**Run 1: placement density heat map**

(4 px per micron) The die is cut into 8 by 8 equal tiles; dark blue is low, red is high, 0 to 100% covered.
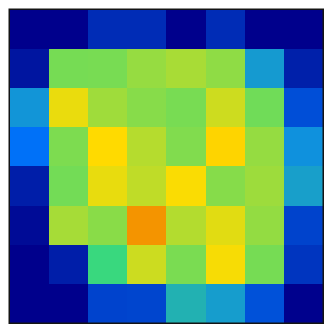
**Run 1: routing congestion map**

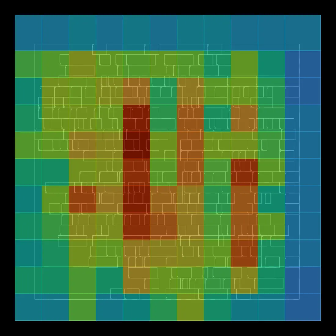
**Run 1: port wiring**

(4 px per micron)
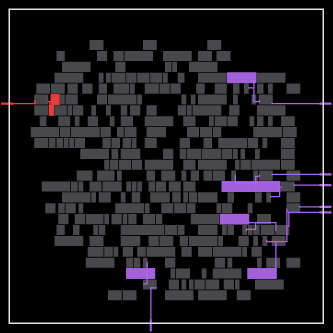
Design router_pkt_reader, sky130hd; sources not shown.
==> flow_summary.toml, run 1 <==
# implementation run metrics
[synthesis]
synthCells = 223
most_common_cell = "nand2_1"
yosysSeqAreaShare_pct = 42.0
yosys.area_share.aoi_pct = 16.1
synth.mux.area_fraction_pct = 2.16
synth-cells-yosys = 223
common_cells = "40 x nand2_1, 39 x dfxtp_1, 23 x nor2_1, 12 x a21oi_1, 10 x clkbuf_1"
ff_type = "dfxtp_1"
ys_sh_adder_pct = 1.35
area_leaders = "dfxtp_1 42%, nand2_1 8.1%, nor2_1 4.6%"
yosysTopAreaCell = "dfxtp_1"
synth_top_area_share_pct = 42.0

[grt]
grt-ovfl-total = 0
grt_max_degree = 32
grt_pass1_wl_mm = 7.37
busiest_layer = "met2"
track_usage_pct = 15.1
grt_use_met1_pct = 19.2

[final_timing]
setup_viol = 0
rsz0062_at_grt = "no"
drv_slew = 0
finalHoldWorstSlack_ps = 451
fin_crit_sh_pct = 94.3
clock.fmax_mhz = 624
maxSlewHeadroom_pct = 76.2
tightest_slew_ps = 356

[detailed_routing]
first_iter_violations = 90
ant_nets = 0
drt_pass1_iterations = 4
drc = 0
num_vias = 1697

[pwr]
switching_power_uw = 419
irDropWorstVdd_mv = 0.317
pwr-share-clk_pct = 41.1
power.leakage_uw = 0.000905
powerDensity_nw_per_um2 = 772
maxPowerGroup = "sequential cells"
power_frac_seq_pct = 49.0
switching_share_pct = 21.8

[cells_and_area]
comb_area_sq_um = 986
fill_cells = 423
drive_gt1_share_pct = 15.3
layout_top_cells = "40 x nand2_1, 39 x dfxtp_1, 34 x clkdlybuf4s50_1"
design_area_sq_um = 2490
mostFrequentLayoutCell = "nand2_1"
antennaDiodeCount = 0
comb_share_pct = 39.5
logic_gates = 163
seq_share_pct = 31.3
syn_to_final_growth_pct = 34.3
flop_area_sq_um = 781

[clock_network]
h-tree-depth = 2
insertion_delay_ps = 290
postCtsHoldBufs = 0
clockBufferDepth = 2
cts-root-buf = "clkbuf_8"

[placed_design]
placed_area_sq_um = 2370
place_hpwl_mm = 3.30

[critical_path]
r2r_cells = 6
crit_arrival_ps = 1790
start_kind = "flip-flop"
end_kind = "flip-flop"
rrSetupSlack_ps = 100

[run]
maxCapViolCount = 0

[floorplan]
die-area_sq_um = 6100
die_h_microns = 78.1
rows = 24
nWellTaps = 52

[outcome]
outcome = "finished clean"

[hold_path]
hp-class = "reg -> reg"
About 'placement density heat map':
14% of the tiles are nearly empty. 4.7% of the tiles are over 75% full. The mean over all tiles is 40%. The fullest tile reaches 83%.
core box area: 4410 sq um
fp_density: 42.1%

About 'routing congestion map':
met2 Resource Use GR: 23.8%
fin util: 56.5%
GRT met3 Usage: 3.78%

About 'port wiring':
Purple stands for pkt_len, bits 6, direction output, edge 5 right, 1 bottom, end cells 6, buffers 6, wire 124 microns. Red stands for host_ready, bits 1, direction input, edge left, end cells 2, buffers 1, wire 10.8 microns.
IO Pins: 36
PortBufs: 35

==> run 1: per-stage QoR <==
stage          setup WS (ps)  instances  power, uW
4_1_cts                 51.9        326       1940
3_3_place_gp            -197        318       1150
6_report                96.6        326       1920
3_5_place_dp            -183        318       1150
5_1_grt                 11.5        326       2000
2_1_floorplan            217        223       1060
==> run 1: metal layers <==
metal	up-vias	share of wire (%)	wire [microns]
li1	854	-	-
met1	797	48	2170
met2	41	45	2020
met3	5	5.8	262
met4	0	1.3	57
met5	-	0	0
==> run 1: critical path, stage by stage (launching register included) <==
cell and delay [ps]:
dfxtp_1 320, inv_1 100, ha_1 140, or4b_4 470
nor2_2 130, nand2_1 70, a32o_1 270
==> run 1: what timing repair did <==
item,in CTS,in global routing
setup endpoints to repair,1,4
gates resized,1,6
pin swaps,0,0
**Run 1: clock distribution**

(4 px per micron)
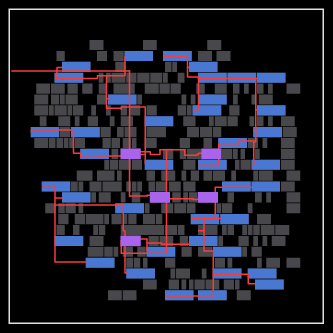

==> run 2, diff against run 1 <==
--- a/config.mk
+++ b/config.mk
@@ -6,11 +6,13 @@
 export NUM_CORES = 1
 export LEC_CHECK = 0
 export ABC_CLOCK_PERIOD_IN_PS = 1700
+export CELL_PAD_IN_SITES_DETAIL_PLACEMENT = 2
+export CELL_PAD_IN_SITES_GLOBAL_PLACEMENT = 2
 export CORE_MARGIN = 5
-export CORE_UTILIZATION = 40
+export CORE_UTILIZATION = 30
 export DETAILED_ROUTE_END_ITERATION = 6
 export MAX_ROUTING_LAYER = met4
-export PLACE_DENSITY = 0.65
+export PLACE_DENSITY = 0.8
 export SLEW_MARGIN = 10
 export SYNTH_ARGS = -nofsm -noshare
 export SYNTH_HDL_FRONTEND = slang
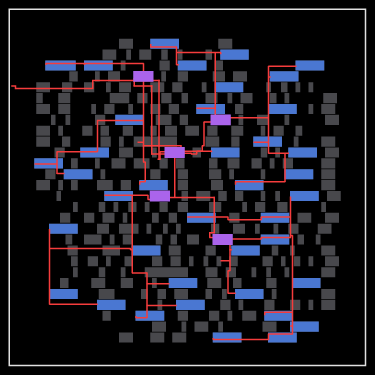
**Above:** run 2 (clock distribution).
(4 px per micron)
Blue stands for flip-flops, count 39. Red stands for clock wires, length 631 microns. Purple stands for cells driving clock nets, count 5.
Position of the flops: all over the die. There are 6 routed clock nets.
Worst-Skew Late Latency: 290 ps
P_clk: 946 uW
Clock Power Share: 45.1%
Post-Route Skew: 2.93 ps

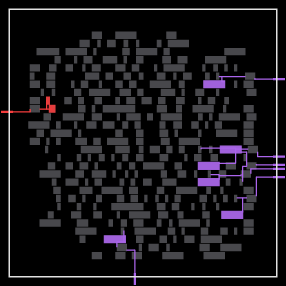
**Above:** run 2 (port wiring).
(3 px per micron)
Red stands for host_ready, bits 1, direction input, edge left, end cells 2, buffers 1, wire 14.3 microns. Purple stands for pkt_len, bits 6, direction output, edge 5 right, 1 bottom, end cells 6, buffers 6, wire 133 microns.

==> flow_summary.toml, run 2 <==
# implementation run metrics
[clock_network]
cts_tree = "yes"
clkTransAtPathRegs_ps = 80
clockBufferDepth = 2
cts-root-buf = "clkbuf_8"
cts-resized-gates = 1
cts_sinks = 39
numCtsBuffers = 5
h-tree-depth = 2
postCtsHoldBufs = 0

[synthesis]
yosys.area_share.aoi_pct = 16.1
ff_type = "dfxtp_1"
synth.mux.area_fraction_pct = 2.16
common_cells = "40 x nand2_1, 39 x dfxtp_1, 23 x nor2_1, 12 x a21oi_1, 10 x clkbuf_1"
yosysWarnings = 0
yosysTopAreaCell = "dfxtp_1"
async_flop_share_pct = 0
area_leaders = "dfxtp_1 42%, nand2_1 8.1%, nor2_1 4.6%"
synth_flops = 39
xor_area_share_pct = 5.66
yosysSeqAreaShare_pct = 42.0
synthTopLogicFamily = "simple AND/OR/NAND/NOR gates"
synthCells = 223
synth-cells-yosys = 223
yosys_area_sq_um = 1860
edf_count = 0
synth_top_area_share_pct = 42.0
syn-num-nets = 238
ys_sh_adder_pct = 1.35
yosysUniqueCellTypes = 45
syn_area_sq_um = 1860
most_common_cell = "nand2_1"

[final_timing]
fin_ws_ps = 91.9
fin_crit_sh_pct = 94.6
clock.fmax_mhz = 622
tightest_slew_ps = 376
min_period_ps = 1610
drv_slew = 0
setup_viol = 0
finalHoldWorstSlack_ps = 458
rsz0062_at_grt = "no"
maxSlewHeadroom_pct = 74.9

[detailed_routing]
met1_length_mm = 2.78
routed-wl-met3_microns = 247
drt_pass1_iterations = 2
top_layer = "met4"
num_vias = 1779
ant_nets = 0
wl_mm = 6.08
dr_wl_met2_mm = 2.94
drc = 0
first_iter_violations = 34

[placed_design]
placed_area_sq_um = 2430
dp_cells = 345
gp_congestion = 0.798
place_ws_ps = -183
io_buffers = 35
place_hpwl_mm = 4.37

[pwr]
power_uw = 2100
irDropWorstVdd_mv = 0.337
powerDensity_nw_per_um2 = 815
power.leakage_uw = 0.000927

[cells_and_area]
final_nets = 292
antennaDiodeCount = 0
nClkBuffers = 6
flops = 39
mostFrequentLayoutCell = "nand2_1"
comb_area_sq_um = 990
comb_share_pct = 38.5
flop_area_sq_um = 782
largest_class = "logic gates"
final_util_pct = 43.2
fill_cells = 696
layout_top_cells = "40 x nand2_1, 38 x dfxtp_1, 34 x clkdlybuf4s50_1"
drive_gt1_share_pct = 16.5
buf_share_pct = 21.6
signal_buffers = 63
inverters_excl_clock = 5
design_area_sq_um = 2570
seq_share_pct = 30.4
fin_cells = 353
clock_area_share_pct = 5.16
logic_gates = 163
syn_to_final_growth_pct = 38.5

[hold_path]
hp-class = "in -> reg"
min_path_cells = 2

[critical_path]
end_kind = "flip-flop"
cp_max_fo = 11
path_class = "reg -> reg"
crit_arrival_ps = 1850
start_kind = "flip-flop"
rrSetupSlack_ps = 90
r2r_cells = 5
cp_data_required_time_ps = 1940

[grt]
met3_usage_pct = 2.51
busiest_layer = "met2"
met2_usage_pct = 29.3
grt-ovfl-total = 0
grt_pass1_wl_mm = 10.2
grt_use_met1_pct = 20.6
grt_max_degree = 32
grt_pass1_vias = 2008
track_usage_pct = 17.3
antenna_found_initial = 0

[outcome]
outcome = "finished clean"

[floorplan]
die_w_microns = 88.7
top_level_ports = 36
core_sq_um = 5960
initial_core_util_pct = 31.2
die-area_sq_um = 7860
nWellTaps = 75
die_h_microns = 88.7
rows = 28

[run]
maxCapViolCount = 0
log.warning_count = 27
## run 2: netlist changes by cell type in the layout (fill, tap and decap cells not counted)
cell	delta
buf_4	+4
and3b_1	-1
and3b_2	+1
bufinv_16	+1
clkbuf_1	+1
clkbuf_8	-1
clkinv_2	-1
dfxtp_1	-1
dfxtp_2	+1
nand2b_1	+1
nand2b_2	-1
nor2_2	-1
nor2_4	+1
## run 2: report_power, final
| group | internal, uW | switching, uW | total, uW |
|---|---|---|---|
| clock network | 587 | 359 | 946 |
| logic | 107 | 100 | 207 |
| registers | 930 | 14.4 | 944 |
| total | 1620 | 473 | 2100 |
## run 2: critical path: stages, from the launching register on
cell and delay (ps):
dfxtp_1 330, buf_4 170, or4b_4 650, nand2_2 120
xor2_1 150, and2_1 140
Power is estimated from default activity; no workload was simulated.
